### Placed standard cells

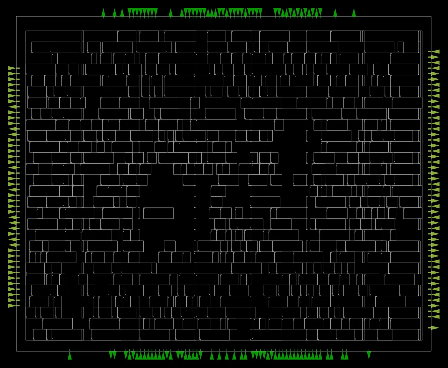
### Port wiring

Drawn at 4 px/um.
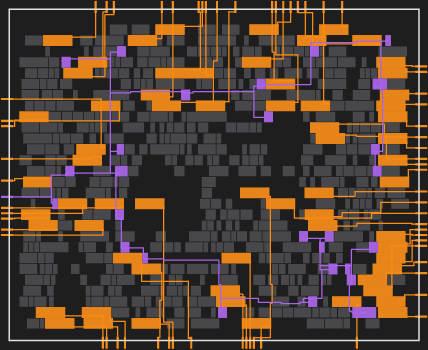
### Placement density heat map

Drawn at 4 px/um. The die is cut into 10 by 8 equal tiles; dark blue is low, red is high, 0 to 100% covered.
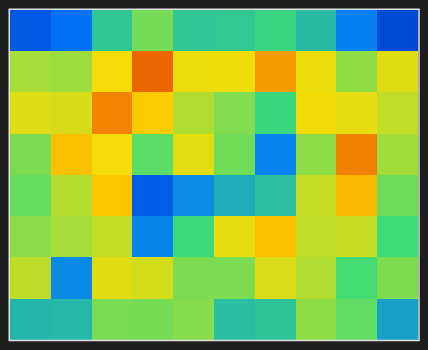
### Cell sizes after repair

Drawn at 4 px/um.
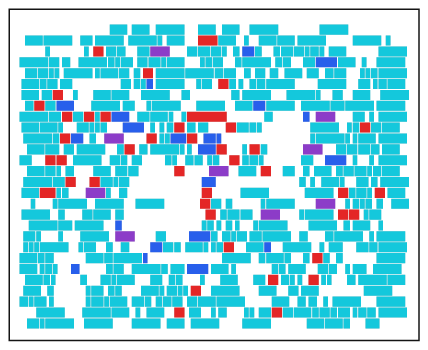
### Metal 1

Drawn at 6 px/um. Supply wires on this layer in gray. Cells faint in the background.
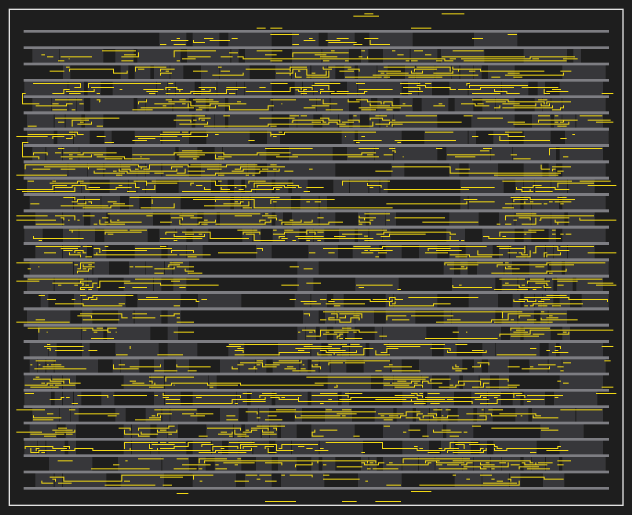
==> src/rtl/top_16_64_pkg.sv <==
// Shared widths, result payload and carry-lookahead helper functions for the
// 64-bit two-level CLA adder.
package top_16_64_pkg;

  localparam int unsigned DATA_W = 64;
  localparam int unsigned BLK_W  = 16;
  localparam int unsigned GRP_W  = 4;
  localparam int unsigned N_BLK  = DATA_W / BLK_W;
  localparam int unsigned N_GRP  = BLK_W / GRP_W;
  localparam int unsigned LA_W   = 4;

  typedef struct packed {
    logic [DATA_W-1:0] sum;
    logic              cout;
  } add_res_t;

  // Group generate across four (g, p) pairs, bit 3 most significant.
  function automatic logic la_gen(input logic [LA_W-1:0] g, input logic [LA_W-1:0] p);
    la_gen = g[3]
           | (p[3] & g[2])
           | (p[3] & p[2] & g[1])
           | (p[3] & p[2] & p[1] & g[0]);
  endfunction

  // Group propagate across four (g, p) pairs.
  function automatic logic la_prop(input logic [LA_W-1:0] p);
    la_prop = &p;
  endfunction

  // Flat lookahead carries into positions 0..3 from four (g, p) pairs and c0.
  function automatic logic [LA_W-1:0] la_carries(input logic [LA_W-1:0] g,
                                                 input logic [LA_W-1:0] p,
                                                 input logic            c0);
    logic [LA_W-1:0] c;
    c[0] = c0;
    c[1] = g[0] | (p[0] & c0);
    c[2] = g[1] | (p[1] & g[0]) | (p[1] & p[0] & c0);
    c[3] = g[2] | (p[2] & g[1]) | (p[2] & p[1] & g[0]) | (p[2] & p[1] & p[0] & c0);
    la_carries = c;
  endfunction

  // Carry out of the fourth position, expressed without rippling.
  function automatic logic la_cout(input logic [LA_W-1:0] g,
                                   input logic [LA_W-1:0] p,
                                   input logic            c0);
    la_cout = la_gen(g, p) | (la_prop(p) & c0);
  endfunction

endpackage

==> src/rtl/top_16_64_cla_16.sv <==
// 16-bit carry-lookahead block: four 4-bit lookahead groups plus an in-block
// lookahead; exports block generate/propagate for the second level.
module cla_16
  import top_16_64_pkg::*;
(
  input  logic [BLK_W-1:0] a_i,
  input  logic [BLK_W-1:0] b_i,
  input  logic             cin_i,
  output logic [BLK_W-1:0] sum_c_o,
  output logic             g16_c_o,
  output logic             p16_c_o
);

  logic [BLK_W-1:0] g;
  logic [BLK_W-1:0] p;
  logic [BLK_W-1:0] c;
  logic [N_GRP-1:0] gg;
  logic [N_GRP-1:0] pg;
  logic [N_GRP-1:0] cg;
  logic [GRP_W-1:0] cl;

  // Bit and group generate/propagate; independent of cin so the level-2
  // unit sees G16/P16 without any dependence on its own carry outputs.
  always_comb begin : gp_comb
    g  = a_i & b_i;
    p  = a_i ^ b_i;
    gg = '0;
    pg = '0;
    for (int k = 0; k < int'(N_GRP); k++) begin
      gg[k] = la_gen(g[k*GRP_W +: GRP_W], p[k*GRP_W +: GRP_W]);
      pg[k] = la_prop(p[k*GRP_W +: GRP_W]);
    end
  end

  assign g16_c_o = la_gen(gg, pg);
  assign p16_c_o = la_prop(pg);

  // Group carries from the block carry-in, then bit carries inside each group.
  always_comb begin : carry_comb
    cg = la_carries(gg, pg, cin_i);
    c  = '0;
    cl = '0;
    for (int k = 0; k < int'(N_GRP); k++) begin
      cl = la_carries(g[k*GRP_W +: GRP_W], p[k*GRP_W +: GRP_W], cg[k]);
      c[k*GRP_W +: GRP_W] = cl;
    end
    sum_c_o = p ^ c;
  end

endmodule

==> src/rtl/top_16_64.sv <==
// 64-bit registered adder: four cla_16 blocks joined by a level-2 lookahead
// unit, with sum and carry-out captured one cycle after the inputs.
module top_16_64
  import top_16_64_pkg::*;
(
  input  logic [DATA_W-1:0] a,
  input  logic [DATA_W-1:0] b,
  input  logic              cin,
  output logic [DATA_W-1:0] sum,
  output logic              cout,
  input  logic              clk,
  input  logic              rst
);

  logic [N_BLK-1:0]  g16;
  logic [N_BLK-1:0]  p16;
  logic [N_BLK-1:0]  cblk;
  logic [DATA_W-1:0] s_c;
  logic              c64;
  add_res_t          res_d;
  add_res_t          res_q;

  // Level 2: every block carry-in comes from here, none ripple between blocks.
  always_comb begin : level2_comb
    cblk = la_carries(g16, p16, cin);
    c64  = la_cout(g16, p16, cin);
  end

  for (genvar k = 0; k < int'(N_BLK); k++) begin : g_blk
    cla_16 u_cla_16 (
      .a_i     (a[k*BLK_W +: BLK_W]),
      .b_i     (b[k*BLK_W +: BLK_W]),
      .cin_i   (cblk[k]),
      .sum_c_o (s_c[k*BLK_W +: BLK_W]),
      .g16_c_o (g16[k]),
      .p16_c_o (p16[k])
    );
  end

  always_comb begin : res_comb
    res_d      = '0;
    res_d.sum  = s_c;
    res_d.cout = c64;
  end

  // Output register; a low rst at an edge discards the in-flight result.
  always_ff @(posedge clk) begin
    if (!rst) begin
      res_q <= '0;
    end else begin
      res_q <= res_d;
    end
  end

  assign sum  = res_q.sum;
  assign cout = res_q.cout;

endmodule

==> config.mk <==
export PLATFORM = sky130hd
export DESIGN_NAME = top_16_64
export DESIGN_NICKNAME = d
export VERILOG_FILES = /design/src/rtl/top_16_64_pkg.sv /design/src/rtl/top_16_64_cla_16.sv /design/src/rtl/top_16_64.sv
export SDC_FILE = /design/constraint.sdc
export NUM_CORES = 1
export LEC_CHECK = 0
export CAP_MARGIN = 20
export CORE_ASPECT_RATIO = 0.8
export CORE_MARGIN = 2
export CORE_UTILIZATION = 58
export CTS_CLUSTER_DIAMETER = 120
export DETAILED_ROUTE_END_ITERATION = 8
export DONT_BUFFER_PORTS = 1
export PLACE_DENSITY = 0.76
export SLEW_MARGIN = 20
export SYNTH_ARGS = -nofsm -noshare
export SYNTH_HDL_FRONTEND = slang
export SYNTH_SLANG_ARGS = --single-unit
==> constraint.sdc <==
create_clock -name clk -period 2.9 [get_ports clk]
set_input_delay 0.435 -clock clk [delete_from_list [all_inputs] [get_ports clk]]
set_output_delay 0.435 -clock clk [all_outputs]
set_load 0.05 [all_outputs]
==> run_results.csv <==
group,metric,value,unit
logic_synthesis,area_leaders,"dfxtp_1 (29%), ha_1 (18%), fa_1 (7.2%)",
pwr,combPwrFrac,25.4,%
die,die_w,102,um
logic_synthesis,fa_ha_area_share,25.1,%
logic_synthesis,syn_inst,480,
pwr,peakVddDrop,0.000356,V
cts,clk_pin_slew,0.07,ns
logic_synthesis,synth_cell_type_count,52,
final_timing,max_clock_freq,0.366,GHz
place,gp_congestion,0.869,
cts,post_cts_buffers,0,
final_timing,relSlewSlack,56.8,%
final_timing,hold_viol,0,
global_route,grt.total_usage,25.2,%
logic_synthesis,aoi_share,18.5,%
logic_synthesis,dominantRegCellSynth,"dfxtp_1",
die,chip_area,8410,um^2
cts,cts_resized,0,
critical_path,worstPathArrival,2.95,ns
logic_synthesis,yosysWarnings,0,
critical_path,path_class,"primary input to flop",
logic_synthesis,ys_ff,65,
final_timing,timing.final.crit_period,2.73,ns
logic_synthesis,xor_area_share,8.05,%
die,die_h,82.4,um
logic_synthesis,logic_family,"adder cells",
global_route,grt-ovfl-total,0,
pwr,p_clk_share,22.6,%
pwr,comb_power,0.743,mW
critical_path,crit_path_max_fanout,3,
final_timing,rsz0062_at_grt,"no",
cts,cts_buffers,9,
worst_hold_path,min_path_cells,1,
logic_synthesis,postSynthAreaPerCell,9.29,um^2
pwr,top_power_group,"registers",
pwr,powerSeq,1.52,mW
global_route,antenna_found_initial,0,
cts,cts_sinks,65,
logic_synthesis,edf_count,0,
final_layout,n_antenna_cell,0,
final_layout,final_common_cell,"dfxtp_1",
final_timing,fin_crit_sh,94.2,%
logic_synthesis,ys_sh_simple,16.1,%
logic_synthesis,synth_stat.cells,480,
cts,h-tree-depth,3,
final_layout,area_growth,12.1,%
pwr,net-switching-power,1.24,mW
pwr,cellLeakagePower,2.29,nW
logic_synthesis,top_area_share,29.2,%
logic_synthesis,async_reset_ff_share,0,%
logic_synthesis,yosys.stat.seqShare,29.2,%
detailed_routing,via_per_inst,5.63,
final_layout,drive_gt1_share,13.7,%
detailed_routing,vias,3548,
cts,clk_path_buf_depth,2,
global_route,first_global_vias,3544,
detailed_routing,drtIter0Drc,101,
cts,cts_tree,"done",
detailed_routing,dr.pass1.iters,4,
job,tool_warnings,26,
pwr,finalPower,2.92,mW
cts,cts_hold_buf,0,
detailed_routing,drtAntennaViolNets,0,
cts,clockRootBuffer,"clkbuf_8",
logic_synthesis,muxShareOfSynthArea,0.673,%
pwr,p_per_area,585,nW/um^2
detailed_routing,wl,10500,um
critical_path,critPathLaunchType,"primary input",
place,place.detailed.hpwl,8800,um
final_timing,tightestPinTransition,0.641,ns
outcome,outcome,"complete, no violations",
job,drv_cap,0,
detailed_routing,drc,0,
pwr,power.internal,1.69,mW
logic_synthesis,synth_chip_area,4460,um^2
pwr,power_frac_seq,52.0,%
critical_path,cp.required,3.12,ns
pwr,p_sw_share,42.3,%
pwr,clock_power,0.660,mW
logic_synthesis,top_area_cell,"dfxtp_1",
detailed_routing,wl_per_cell,16.6,um
global_route,grt_max_degree,31,
global_route,grt_pass1_wl,16300,um
final_timing,setup_viol,0,
logic_synthesis,syn_nets,691,
final_timing,slew_viol_final,0,
die,row_count,28,
## Picture notes: 'Placed standard cells'
Final Core Density: 67.3%
n_taps: 105
filler cell count: 614
post-route insts no fill: 630
Seq area share: 26.0%

## Picture notes: 'Port wiring'
rst -> purple  # bits 1, direction input, edge left, end cells 30, buffers 0, wire 364 um
sum -> orange  # bits 64, direction output, edge 22 right, 18 top, 14 bottom, 10 left, end cells 64, buffers 0, wire 989 um
IO Port Bufs: 0
io pins: 196

## Picture notes: 'Placement density heat map'
fullest tile = 88%
mean over tiles = 58%
tiles over 75% full = 11%
Init Core Util: 60.1%
Core Region: 7430 um^2

## Picture notes: 'Cell sizes after repair'
_0 and _1 cells -> cyan  # cells 453, share 86%, most used dfxtp_1
_2 cells -> blue  # cells 22, share 4.2%
_6 and larger -> purple  # cells 9, share 1.7%, most used clkbuf_8
_3 and _4 cells -> red  # cells 41, share 7.8%, most used buf_4

## Picture notes: 'Metal 1'
nets with wire on the layer = 669
longest straight run = 33.6 um
share of all routed wire = 41%
wire length on this layer = 4330 um
main direction = horizontal

-- synth_stat cells (all sizes together) (9+ instances only) --
cell type / count
a21o: 19
a21oi: 34
and2: 16
dfxtp: 65
fa: 16
ha: 64
inv: 22
nand2: 28
nand3: 12
nand4: 9
nor2: 56
o21ai: 23
o21bai: 10
xnor2: 27
xor2: 14
-- sequential cells by signal, summed over array words and instances (netlist names) --
signal  count
cout        1
sum        64
-- worst max-delay path: stages --
cell,delay (ns)
ha_1,0.32
a21oi_1,0.14
o21ai_0,0.15
a221oi_2,0.38
o22ai_1,0.19
a2111oi_4,0.44
nand2b_4,0.22
inv_1,0.06
fa_1,0.37
xnor2_1,0.20
nor2_1,0.06
-- cell type report --
type / instances / area [um^2]
fillers: 614 / 2430
repair buffers: 36 / 270
multi-input cells: 386 / 3050
well taps: 105 / 131
inverters: 22 / 82.6
flip-flops and latches: 65 / 1300
clock buffers: 10 / 128
clock inverters: 6 / 35.0
-- metal layers --
layer | wire, um | global-route usage, %
met5 | 0 | 0
met4 | 140 | 8.53
met3 | 955 | 8.84
met2 | 5040 | 44.3
met1 | 4330 | 28.8
-- stage by stage --
stage / instance area [um^2] / instances / hold slack, ns / setup slack [ns] / utilization (%)
6_report: 5000 / 630 / 0.219 / 0.167 / 67.3
5_1_grt: 5000 / 630 / 0.200 / 0.00614 / 67.3
4_1_cts: 5000 / 630 / 0.202 / 0.163 / 67.3
3_5_place_dp: 4840 / 614 / 0.564 / -0.159 / 65.1
3_3_place_gp: 4840 / 614 / 0.563 / -0.0745 / 65.1
2_1_floorplan: 4460 / 480 / 0.596 / 0.0635 / -
-- final timing paths --
check / from / end / slack, ns
min: rst / sum[44] / 0.22
max: a[27] / sum[53] / 0.17
Power and IR drop assume default switching activity.
